File: config.mk
export PLATFORM = sky130hd
export DESIGN_NAME = alu_op_sequencer
export DESIGN_NICKNAME = d
export VERILOG_FILES = /design/src/rtl/alu_op_pkg.sv /design/src/rtl/alu_op_decode.sv /design/src/rtl/alu_op_sequencer.sv
export SDC_FILE = /design/constraint.sdc
export NUM_CORES = 1
export LEC_CHECK = 0
export ABC_AREA = 1
export CORE_MARGIN = 5
export CORE_UTILIZATION = 50
export CTS_BUF_LIST = sky130_fd_sc_hd__clkbuf_8
export DETAILED_ROUTE_END_ITERATION = 8
export HOLD_SLACK_MARGIN = 0.15
export PLACE_DENSITY = 0.95
export SETUP_SLACK_MARGIN = 0.05
export SKIP_CTS_REPAIR_TIMING = 1
export SYNTH_ARGS = -nofsm -noshare
export SYNTH_HDL_FRONTEND = slang
export SYNTH_SLANG_ARGS = --single-unit
export TNS_END_PERCENT = 50
File: constraint.sdc
create_clock -name clk -period 2.65 [get_ports clk]
set_clock_uncertainty 0.05 [all_clocks]
set_input_delay 0.53 -clock clk [delete_from_list [all_inputs] [get_ports clk]]
set_output_delay 0.53 -clock clk [all_outputs]
set_load 0.02 [all_outputs]
File: src/rtl/alu_op_pkg.sv
// Shared constants and FSM state type for the ALU op sequencer and its decoder.
package alu_op_pkg;

    typedef enum logic [1:0] {
        ST_IDLE,
        ST_EXEC,
        ST_VALID
    } state_e;

    localparam int CNT_W       = 4;

    localparam int OPC_RTYPE   = 0;
    localparam int OPC_IMM_LO  = 1;
    localparam int OPC_IMM_HI  = 4;

    localparam int FUNC_FIRST  = 1;
    localparam int FUNC_RUN_LO = 3;
    localparam int FUNC_RUN_HI = 10;
    localparam int FUNC_MUL    = 11;
    localparam int FUNC_DIV    = 12;

    localparam int SEL_FIRST   = 0;
    localparam int SEL_RUN_LO  = 1;
    localparam int SEL_IMM_LO  = 9;
    localparam int SEL_MUL     = 13;
    localparam int SEL_DIV     = 14;

endpackage

File: src/rtl/alu_op_decode.sv
// Combinational opcode/function decode into an ALU select plus multi-cycle,
// divide and undefined-code flags. Undefined codes give an all-ones select.
module alu_op_decode
    import alu_op_pkg::*;
#(
    parameter int OP_W   = 6,
    parameter int FUNC_W = 6,
    parameter int SEL_W  = 4
) (
    input  logic [OP_W-1:0]   opCode,
    input  logic [FUNC_W-1:0] func,
    output logic [SEL_W-1:0]  sel,
    output logic              multi,
    output logic              is_div,
    output logic              undef
);

    always_comb begin
        sel    = '1;
        multi  = 1'b0;
        is_div = 1'b0;
        undef  = 1'b1;
        if (opCode == OP_W'(OPC_RTYPE)) begin
            if (func == FUNC_W'(FUNC_FIRST)) begin
                sel   = SEL_W'(SEL_FIRST);
                undef = 1'b0;
            end else if (func >= FUNC_W'(FUNC_RUN_LO) && func <= FUNC_W'(FUNC_RUN_HI)) begin
                // func 3..10 is a contiguous run landing on selects 1..8
                sel   = SEL_W'(func - FUNC_W'(FUNC_RUN_LO - SEL_RUN_LO));
                undef = 1'b0;
            end else if (func == FUNC_W'(FUNC_MUL)) begin
                sel   = SEL_W'(SEL_MUL);
                multi = 1'b1;
                undef = 1'b0;
            end else if (func == FUNC_W'(FUNC_DIV)) begin
                sel    = SEL_W'(SEL_DIV);
                multi  = 1'b1;
                is_div = 1'b1;
                undef  = 1'b0;
            end
        end else if (opCode >= OP_W'(OPC_IMM_LO) && opCode <= OP_W'(OPC_IMM_HI)) begin
            sel   = SEL_W'(opCode) + SEL_W'(SEL_IMM_LO - OPC_IMM_LO);
            undef = 1'b0;
        end
    end

endmodule

File: src/rtl/alu_op_sequencer.sv
// Registered ALU-select sequencer with multi-cycle mul/div hold-off.
// Define ALU_OP_ILLEGAL_TRAP_EN to flag undefined codes and count them in err_cnt.
module alu_op_sequencer
    import alu_op_pkg::*;
#(
    parameter int OP_W       = 6,
    parameter int FUNC_W     = 6,
    parameter int SEL_W      = 4,
    parameter int MUL_CYCLES = 3,
    parameter int DIV_CYCLES = 8
) (
    input  logic              clk,
    input  logic              rst,
    input  logic              in_valid,
    output logic              in_ready,
    input  logic [OP_W-1:0]   opCode,
    input  logic [FUNC_W-1:0] func,
    output logic              out_valid,
    input  logic              out_ready,
    output logic [SEL_W-1:0]  alu_sel,
    output logic              busy,
    output logic              illegal,
    output logic [7:0]        err_cnt
);

`ifdef ALU_OP_ILLEGAL_TRAP_EN
    localparam bit TRAP_EN = 1'b1;
`else
    localparam bit TRAP_EN = 1'b0;
`endif

    state_e             state_q, state_d;
    logic [CNT_W-1:0]   cnt_q, cnt_d;
    logic [SEL_W-1:0]   sel_q, sel_d;
    logic               out_valid_q, out_valid_d;
    logic               busy_q, busy_d;
    logic               illegal_q, illegal_d;
    logic [7:0]         err_cnt_q, err_cnt_d;

    logic [SEL_W-1:0]   dec_sel;
    logic               dec_multi, dec_div, dec_undef;
    logic               ready_w, accept;

    alu_op_decode #(
        .OP_W   (OP_W),
        .FUNC_W (FUNC_W),
        .SEL_W  (SEL_W)
    ) u_decode (
        .opCode (opCode),
        .func   (func),
        .sel    (dec_sel),
        .multi  (dec_multi),
        .is_div (dec_div),
        .undef  (dec_undef)
    );

    assign ready_w  = (state_q == ST_IDLE) || ((state_q == ST_VALID) && out_ready);
    assign accept   = in_valid && ready_w;
    assign in_ready = ready_w && !rst;

    always_comb begin
        state_d     = state_q;
        cnt_d       = cnt_q;
        sel_d       = sel_q;
        out_valid_d = out_valid_q;
        busy_d      = busy_q;
        illegal_d   = illegal_q;
        err_cnt_d   = err_cnt_q;
        case (state_q)
            ST_EXEC: begin
                if (cnt_q == '0) begin
                    state_d     = ST_VALID;
                    out_valid_d = 1'b1;
                    busy_d      = 1'b0;
                end else begin
                    cnt_d = cnt_q - CNT_W'(1);
                end
            end
            ST_IDLE, ST_VALID: begin
                if (accept) begin
                    sel_d     = dec_sel;
                    illegal_d = TRAP_EN && dec_undef;
                    if (TRAP_EN && dec_undef && err_cnt_q != 8'hFF)
                        err_cnt_d = err_cnt_q + 8'd1;
                    if (dec_multi) begin
                        // counter expires on the edge that makes the result visible
                        state_d     = ST_EXEC;
                        busy_d      = 1'b1;
                        out_valid_d = 1'b0;
                        cnt_d       = dec_div ? CNT_W'(DIV_CYCLES - 1) : CNT_W'(MUL_CYCLES - 1);
                    end else begin
                        state_d     = ST_VALID;
                        out_valid_d = 1'b1;
                    end
                end else if (state_q == ST_IDLE || out_ready) begin
                    state_d     = ST_IDLE;
                    out_valid_d = 1'b0;
                end
            end
            default: begin
                state_d     = ST_IDLE;
                out_valid_d = 1'b0;
                busy_d      = 1'b0;
            end
        endcase
    end

    always_ff @(posedge clk or posedge rst) begin
        if (rst) begin
            state_q     <= ST_IDLE;
            cnt_q       <= '0;
            sel_q       <= '0;
            out_valid_q <= 1'b0;
            busy_q      <= 1'b0;
            illegal_q   <= 1'b0;
            err_cnt_q   <= '0;
        end else begin
            state_q     <= state_d;
            cnt_q       <= cnt_d;
            sel_q       <= sel_d;
            out_valid_q <= out_valid_d;
            busy_q      <= busy_d;
            illegal_q   <= illegal_d;
            err_cnt_q   <= err_cnt_d;
        end
    end

    assign out_valid = out_valid_q;
    assign alu_sel   = sel_q;
    assign busy      = busy_q;
    assign illegal   = illegal_q;
    assign err_cnt   = err_cnt_q;

endmodule

Figure 1. Routing congestion map.
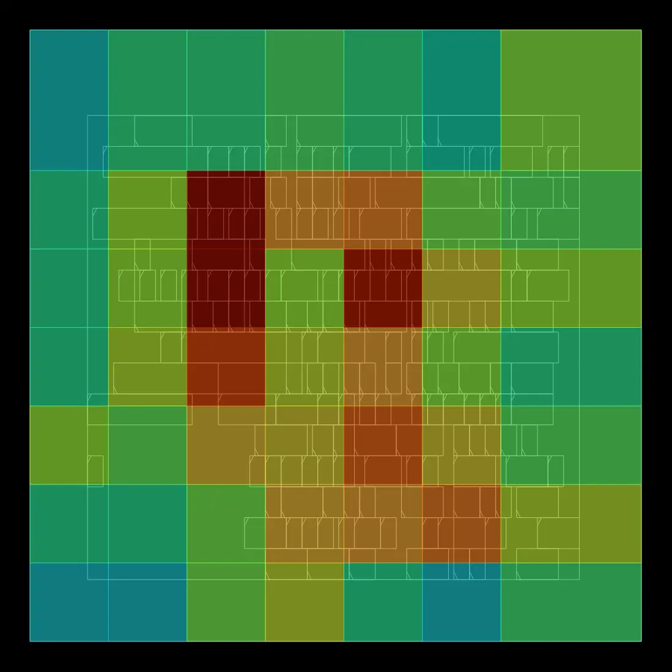
met2 demand-to-capacity share in global routing: 36.9%
grt peak-use layer: met2
global routing usage summed across all routing layers: 19.0%

==> qor.yml <==
yosys_warnings: 0
grtUsageMet3_pct: 4.43
finish.cell_count_without_fillers: 198
cts_tree: "done"
die_area_sq_um: 2890
lay_top_cells: "nand2_1, inv_1, clkdlybuf4s50_1"
total_sequential_power_uw: 183
final.signal_buffer_count: 22
timing.critical_path.slowest_stage_cell: "clkdlybuf4s50_1"
multi_input_logic_area_sq_um: 539
final_net_count: 192
non_clk_buf_share_pct: 18.1
die-height_um: 53.8
routed-wl-met3_um: 163
maximum_clock_frequency_mhz: 406
netSwitchingFraction_pct: 30.0
tool_warnings: 26
clk_buf: 3
netlist_top_cells_area: "dfrtp_1, nand2_1, inv_1"
holdCritStartpoint: "alu_sel[0]"
r2r.worst_path.cells: 7
max_cap_violations: 0
slowest_delay_ns: 0.60
comb_area_share_pct: 44.3
global_route_wire_length_before_repair_mm: 3.90
crit_buf_inv: 3
synth_largest_type_area_fraction_pct: 28.8
status: "completed"
power.ir.vdd_worst_v: 0.000317
pre_cts_ws_ns: 0.186
capture_instance_of_the_worst_register_to_register_path: "cnt_q[3]"
m1WireLength_um: 810
share_of_power_burned_in_the_clock_network_pct: 35.0
core_area_sq_um: 1760
sequential_portion_of_the_cell_area_pct: 22.6
proportion_of_cell_area_spent_on_the_clock_network_pct: 3.70
layout_top_cell: "nand2_1"
yosys_most_used_dff: "dfrtp_1"
yosys.stat.chipArea_sq_um: 957
clk_pin_slew_ns: 0.05
seq_power_share_pct: 38.5
wl_mm: 2.25
p_clk_uw: 167
power.leakage_nw: 0.677
cts_inserted_buffers: 3
totalPowerFinal_uw: 475
most_common_cell: "nand2_1"
yosys-dominant-comb-family: "simple AND/OR/NAND/NOR gates"
nFillCells: 162
power_density_nw_per_um2: 391
syn_inst: 148
timing.final.ws_setup_ns: 0.190
ys_sh_mux_pct: 0
register_area_sq_um: 275
worst_slack_on_hold_paths_ns: 0.429
critPathLaunch: "out_ready"
synth_compound_gate_area_share_pct: 4.18
dominant_cells: "combinational gates"
slew_viol_final: 0
worst-r2r-setup-slack_ns: 1.30
layout-drive-gt1-share_pct: 11.0
grt_max_degree: 12
clock_tree.htree_level_count: 1
tns_ns: 0
timing.critical_path.required_ns: 2.07
timing.final.setup_violations: 0
async_reset_ff_share_pct: 100
cp_top_family: "buffers and inverters"
finalCriticalPeriod_ns: 2.46
synth.top_cells.by_count: "nand2_1, inv_1, nand3_1"
flop-count: 11
endpoint: "in_ready"
average_cell_area_after_synthesis_sq_um: 6.47
first_global_vias: 983
highest-signal-layer: "met4"
drt_iter0_drc: 16
layout.core_utilization_pct: 68.9
timing.hold.worst.class: "flop to flop"
cell_internal_pwr_uw: 333
Figure 2. Nets reached from selected ports.
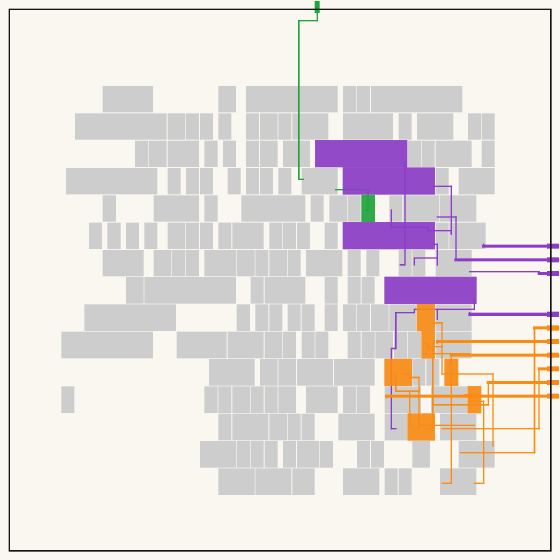
legend:
  green:
    port: `out_ready`
    direction: input
    end_cells: 1
    buffers: 1
    wire: 24.3 um
  purple:
    port: `alu_sel`
    direction: output
    end_cells: 4
    buffers: 4
    wire: 90.7 um
  orange:
    port: `opCode`
    direction: input
    end_cells: 8
    buffers: 6
    wire: 168 um
total of buffers placed on input and output ports: 22
number of top-level pins: 32

